`config.mk`:
```
export PLATFORM = sky130hd
export DESIGN_NAME = calc_seq_ctrl
export DESIGN_NICKNAME = d
export VERILOG_FILES = /design/src/rtl/calc_seq_ctrl.sv
export SDC_FILE = /design/constraint.sdc
export NUM_CORES = 1
export LEC_CHECK = 0
export CAP_MARGIN = 5
export CORE_MARGIN = 2
export CORE_UTILIZATION = 45
export DETAILED_ROUTE_END_ITERATION = 10
export PLACE_DENSITY = 0.87
export RECOVER_POWER = 50
export SYNTH_ARGS = -nofsm -noshare
export SYNTH_HDL_FRONTEND = slang
export SYNTH_SLANG_ARGS = --single-unit
```
`constraint.sdc`:
```
create_clock -name clk -period 3.3 [get_ports clk]
set_clock_uncertainty 0.05 [all_clocks]
set_input_delay 0.66 -clock clk [delete_from_list [all_inputs] [get_ports clk]]
set_output_delay 0.66 -clock clk [all_outputs]
set_load 0.02 [all_outputs]
```
`src/rtl/calc_seq_ctrl.sv`:
```
// calc_seq_ctrl: sequencer for a push-button decimal calculator.
// Collects two decimal operands digit by digit, latches an operator,
// launches an external ALU and holds the returned result for display.
// Optional build macro: CALC_SEQ_EDGE_EN - when defined, set and append are
// rising-edge qualified so a held button acts only once.
module calc_seq_ctrl #(
  parameter int MAX_DIGITS = 4
) (
  input  logic        clk,
  input  logic        rst,
  input  logic        set,
  input  logic        append,
  input  logic [9:0]  key,
  input  logic        add,
  input  logic        sub,
  input  logic        mul,
  input  logic        div,
  input  logic        alu_done,
  input  logic [27:0] alu_result,
  output logic [13:0] operand_a,
  output logic [13:0] operand_b,
  output logic [1:0]  op_code,
  output logic        alu_start,
  output logic [27:0] result,
  output logic        result_valid,
  output logic [2:0]  state,
  output logic [2:0]  digit_cnt,
  output logic        key_err,
  output logic        div_zero
);

  typedef enum logic [2:0] {
    IDLE     = 3'd0,
    ENTER_A  = 3'd1,
    ENTER_OP = 3'd2,
    ENTER_B  = 3'd3,
    CALC     = 3'd4,
    SHOW     = 3'd5
  } state_t;

  state_t      state_q;
  logic [13:0] operand_a_q, operand_b_q;
  logic [1:0]  op_code_q;
  logic        alu_start_q;
  logic [27:0] result_q;
  logic        result_valid_q;
  logic [2:0]  digit_cnt_q;
  logic        key_err_q;
  logic        div_zero_q;

  logic        set_p_d, append_p_d;
  logic        key_ok_d, op_ok_d, digit_room_d;
  logic [3:0]  digit_d;
  logic [1:0]  op_sel_d;
  logic [13:0] acc_a_d, acc_b_d;

  // True when exactly one bit of the digit keypad is pressed.
  function automatic logic onehot10(input logic [9:0] k);
    return (k != 10'd0) && ((k & (k - 10'd1)) == 10'd0);
  endfunction

  // Decimal value of a one-hot key vector (highest set bit wins).
  function automatic logic [3:0] key_digit(input logic [9:0] k);
    logic [3:0] d;
    d = 4'd0;
    for (int i = 0; i < 10; i++) begin
      if (k[i]) d = 4'(i);
    end
    return d;
  endfunction

`ifdef CALC_SEQ_EDGE_EN
  logic set_prev_q, append_prev_q;

  // One-cycle delayed copies of the buttons for rising-edge detection.
  always_ff @(posedge clk or posedge rst) begin
    if (rst) begin
      set_prev_q    <= 1'b0;
      append_prev_q <= 1'b0;
    end else begin
      set_prev_q    <= set;
      append_prev_q <= append;
    end
  end

  assign set_p_d    = set & ~set_prev_q;
  assign append_p_d = append & ~append_prev_q;
`else
  assign set_p_d    = set;
  assign append_p_d = append;
`endif

  // Input decode: key validity, digit value, operator select and accumulators.
  always_comb begin
    key_ok_d     = onehot10(key);
    digit_d      = key_digit(key);
    digit_room_d = (digit_cnt_q < 3'(MAX_DIGITS));
    acc_a_d      = (operand_a_q * 14'd10) + {10'd0, digit_d};
    acc_b_d      = (operand_b_q * 14'd10) + {10'd0, digit_d};
    op_ok_d      = (({3'd0, add} + {3'd0, sub} + {3'd0, mul} + {3'd0, div}) == 4'd1);
    if (div) begin
      op_sel_d = 2'd3;
    end else if (mul) begin
      op_sel_d = 2'd2;
    end else if (sub) begin
      op_sel_d = 2'd1;
    end else begin
      op_sel_d = 2'd0;
    end
  end

  // Main sequencer FSM with all outputs registered.
  always_ff @(posedge clk or posedge rst) begin
    if (rst) begin
      state_q        <= IDLE;
      operand_a_q    <= 14'd0;
      operand_b_q    <= 14'd0;
      op_code_q      <= 2'd0;
      alu_start_q    <= 1'b0;
      result_q       <= 28'd0;
      result_valid_q <= 1'b0;
      digit_cnt_q    <= 3'd0;
      key_err_q      <= 1'b0;
      div_zero_q     <= 1'b0;
    end else begin
      alu_start_q <= 1'b0;
      key_err_q   <= 1'b0;
      case (state_q)
        IDLE: begin
          if (set_p_d) begin
            state_q        <= ENTER_A;
            operand_a_q    <= 14'd0;
            operand_b_q    <= 14'd0;
            digit_cnt_q    <= 3'd0;
            result_valid_q <= 1'b0;
            div_zero_q     <= 1'b0;
          end
        end
        ENTER_A: begin
          if (set_p_d) begin
            state_q     <= ENTER_OP;
            digit_cnt_q <= 3'd0;
          end else if (append_p_d) begin
            if (key_ok_d && digit_room_d) begin
              operand_a_q <= acc_a_d;
              digit_cnt_q <= digit_cnt_q + 3'd1;
            end else begin
              key_err_q <= 1'b1;
            end
          end
        end
        ENTER_OP: begin
          if (set_p_d) begin
            if (op_ok_d) begin
              op_code_q <= op_sel_d;
              state_q   <= ENTER_B;
            end else begin
              key_err_q <= 1'b1;
            end
          end
        end
        ENTER_B: begin
          if (set_p_d) begin
            state_q     <= CALC;
            digit_cnt_q <= 3'd0;
            // Division by zero is resolved here so the ALU is never launched.
            if ((op_code_q == 2'd3) && (operand_b_q == 14'd0)) begin
              div_zero_q <= 1'b1;
              result_q   <= 28'd0;
            end else begin
              alu_start_q <= 1'b1;
            end
          end else if (append_p_d) begin
            if (key_ok_d && digit_room_d) begin
              operand_b_q <= acc_b_d;
              digit_cnt_q <= digit_cnt_q + 3'd1;
            end else begin
              key_err_q <= 1'b1;
            end
          end
        end
        CALC: begin
          if (div_zero_q) begin
            state_q <= SHOW;
          end else if (alu_done) begin
            result_q       <= alu_result;
            result_valid_q <= 1'b1;
            state_q        <= SHOW;
          end
        end
        SHOW: begin
          if (set_p_d) begin
            state_q <= IDLE;
          end
        end
        default: begin
          state_q <= IDLE;
        end
      endcase
    end
  end

  assign operand_a    = operand_a_q;
  assign operand_b    = operand_b_q;
  assign op_code      = op_code_q;
  assign alu_start    = alu_start_q;
  assign result       = result_q;
  assign result_valid = result_valid_q;
  assign state        = state_q;
  assign digit_cnt    = digit_cnt_q;
  assign key_err      = key_err_q;
  assign div_zero     = div_zero_q;

endmodule

```
==> changes_impl.md <==
### Implementation results

- Status: finished, final reports clean
- First-pass DRT Iterations: 5
- GR Util All Layers: approximately a quarter
- CTS Buf Count: 9
- Most used DFF post-synth: dfrtp_1
- Slowest stage delay, CP: 0.42 ns
- Total die area: around 11000 µm²
- Max clock buf depth: 2
- Setup crit end kind: flip-flop
- Placed Cells: between 700 and 800
- Setup CP Type: input pin to flip-flop
- Syn Inst Count: 522
- CORE AREA: 10200 µm²
- Worst R2R Start: operand_a[2]
- Met2 WL: 7.06 mm
- HP Class: flip-flop to flip-flop
- Width of the die: 106 µm
- Clock-pin slew on the worst setup and hold paths: about 0.080 ns
- Worst-Margin Slew: about 1.1 ns
- Drt via density: 5.53
- Share of cells above drive strength 1: 14.3%
- Drt wl/cell: around 17 µm
- Most frequent logic cell in the layout: nand2_1
- R2R Path End: operand_a[13]
- OpenROAD warning count: 27
- Fin area: 6640 µm²
- Slowest CP cell: fa_2
- FF-to-FF path depth: 10
- Number of cells in Yosys stat: 522
worst reg2reg max path, cell delays in order, from the launching register on:
cell and delay, ns:
dfrtp_1 0.42, ha_1 0.36, ha_1 0.31, a211oi_1 0.32, nor3b_1 0.13, o31ai_2 0.28
nor3b_4 0.36, o21bai_1 0.12, a21oi_1 0.15, xnor3_1 0.40, o21ai_1 0.15
cells in the mapped netlist, types with 4 or more instances:
cell type | count | area, µm²
nor3_1 | 6 | 30.0
fa_1 | 5 | 100
nor3b_1 | 7 | 52.6
inv_1 | 16 | 60.1
nand4_1 | 5 | 31.3
clkbuf_1 | 13 | 48.8
nand2b_1 | 5 | 31.3
o31ai_1 | 8 | 60.1
nand2_1 | 103 | 387
xor2_1 | 23 | 201
a21oi_1 | 18 | 90.1
nor2_1 | 20 | 75.1
xnor2_1 | 15 | 131
buf_6 | 4 | 45.0
ha_1 | 47 | 588
o21ai_1 | 15 | 75.1
nor4b_1 | 6 | 52.6
a211oi_1 | 4 | 30.0
a21o_1 | 7 | 52.6
o21bai_1 | 4 | 30.0
nor2b_1 | 7 | 43.8
o21ai_0 | 62 | 310
nand3_1 | 10 | 50.1
dfrtp_1 | 68 | 1700
where the power goes:
group          switching (mW)  internal, mW  total (mW)
Clock                   0.320         0.516       0.836
Combinational            1.21         0.937        2.15
Sequential              0.227          1.02        1.24
Total                    1.76          2.47        4.23
metal layers:
| metal | vias up | GRT usage, % |
|---|---|---|
| met1 | 2159 | 29.3 |
| met4 | 0 | 11.0 |
| met2 | 165 | 42.7 |
| met5 | - | 0 |
| li1 | 2146 | - |
| met3 | 37 | 3.46 |
registers in the layout (all words and copies together) (netlist names):
signal        flops
op_code           2
operand_a        14
result           28
div_zero          1
state             3
alu_start         1
operand_b        14
key_err           1
result_valid      1
digit_cnt         3
cell families after synthesis:
group,Yosys count,synth area share [%]
AND-OR/OR-AND,135,17.2
XOR/XNOR,39,7.65
adder cells (fa/ha/maj),54,15.2
buffers and inverters,36,3.61
flip-flops,68,36.6
multiplexers,1,0.242
AND/OR/NAND/NOR,189,19.4
area by class of cell:
cell class	instances	area, µm²
timing repair buffer	162	1520
sequential	68	1700
clock buffer	10	138
clock inverter	5	100
multi-input combinational	418	2950
tap	136	170
inverter	16	60.1
fill	795	3550
how the worst max path moves through the flow:
stage	end	from	depth (start not counted)	slack, ns
3_5_place_dp	operand_a[11]	key[9]	14	-0.62
5_1_grt	operand_a[11]	key[5]	15	-0.03
3_3_place_gp	operand_a[11]	key[4]	14	-0.44
4_1_cts	operand_a[11]	key[8]	15	-0.03
6_report	operand_a[11]	key[5]	15	0.09
2_1_floorplan	operand_a[12]	key[4]	12	0.15
per-stage QoR:
| step | hold WS, ns | total power [mW] |
|---|---|---|
| global placement | 0.411 | 3.22 |
| finish | 0.423 | 4.23 |
| detailed placement | 0.419 | 3.31 |
| floorplan | 0.529 | 2.45 |
| global route | 0.451 | 4.49 |
| CTS | 0.436 | 4.19 |
repair_timing:
item | 4_1_cts | 5_1_grt
setup buffers | 1 | 3
pin swaps | 9 | 12
setup endpoints to repair | 8 | 12
gates resized | 23 | 23
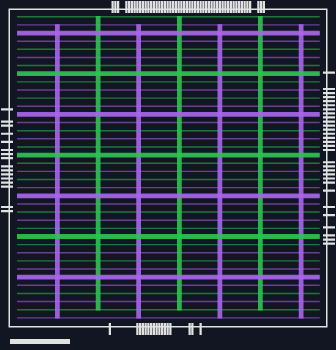
power_grid.png
The bar under the picture is 20 µm long. Pins as bars on the die edge.
| net | color |
|---|---|
| VDD | green |
| VSS | purple |
met5 straps: 7
met1 rails: 38
rows: 37
signal pins: 115
met4 straps: 7

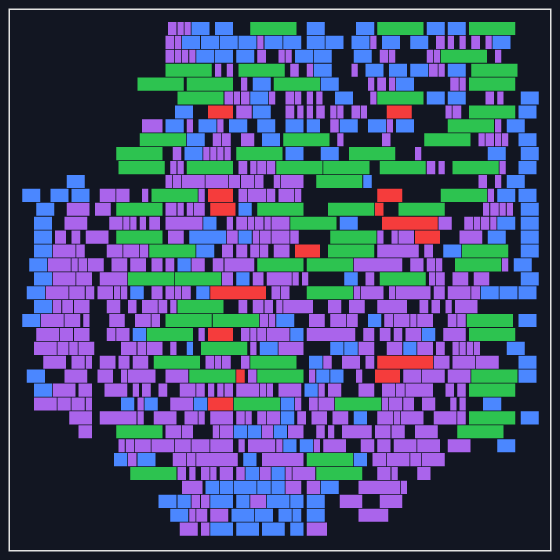
placement_by_type.png
| class | color | cells | share of their area |
|---|---|---|---|
| clock drivers and dummy loads | red | 15 | 3.7% |
| combinational and other logic | purple | 434 | 47% |
| other buffers and delay cells | blue | 162 | 24% |
| flops | green | 68 | 26% |

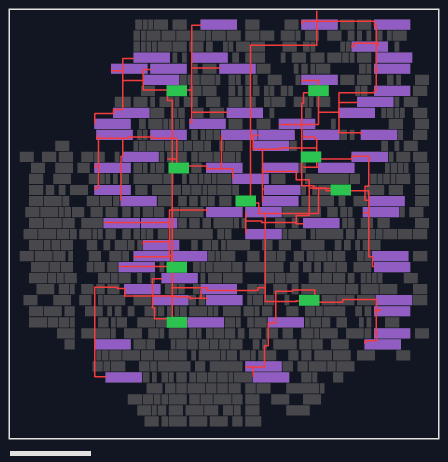
clk_routes.png
The bar under the picture is 20 µm long.
[clock drivers] green | count: 9
[flip-flops] purple | count: 68
[clock wires] red | length: 917 µm
routed clock nets: 10

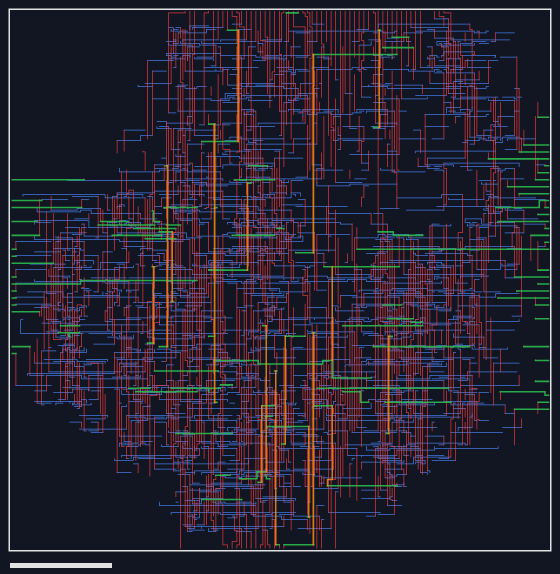
wires.png
The bar under the picture is 20 µm long.
| layer | color | wire length |
|---|---|---|
| metal 2 | red | 7060 µm |
| metal 3 | green | 679 µm |
| metal 4 | orange | 427 µm |
| metal 1 | blue | 5390 µm |

Power figures rest on the tool's default switching activity, not on a simulated workload.
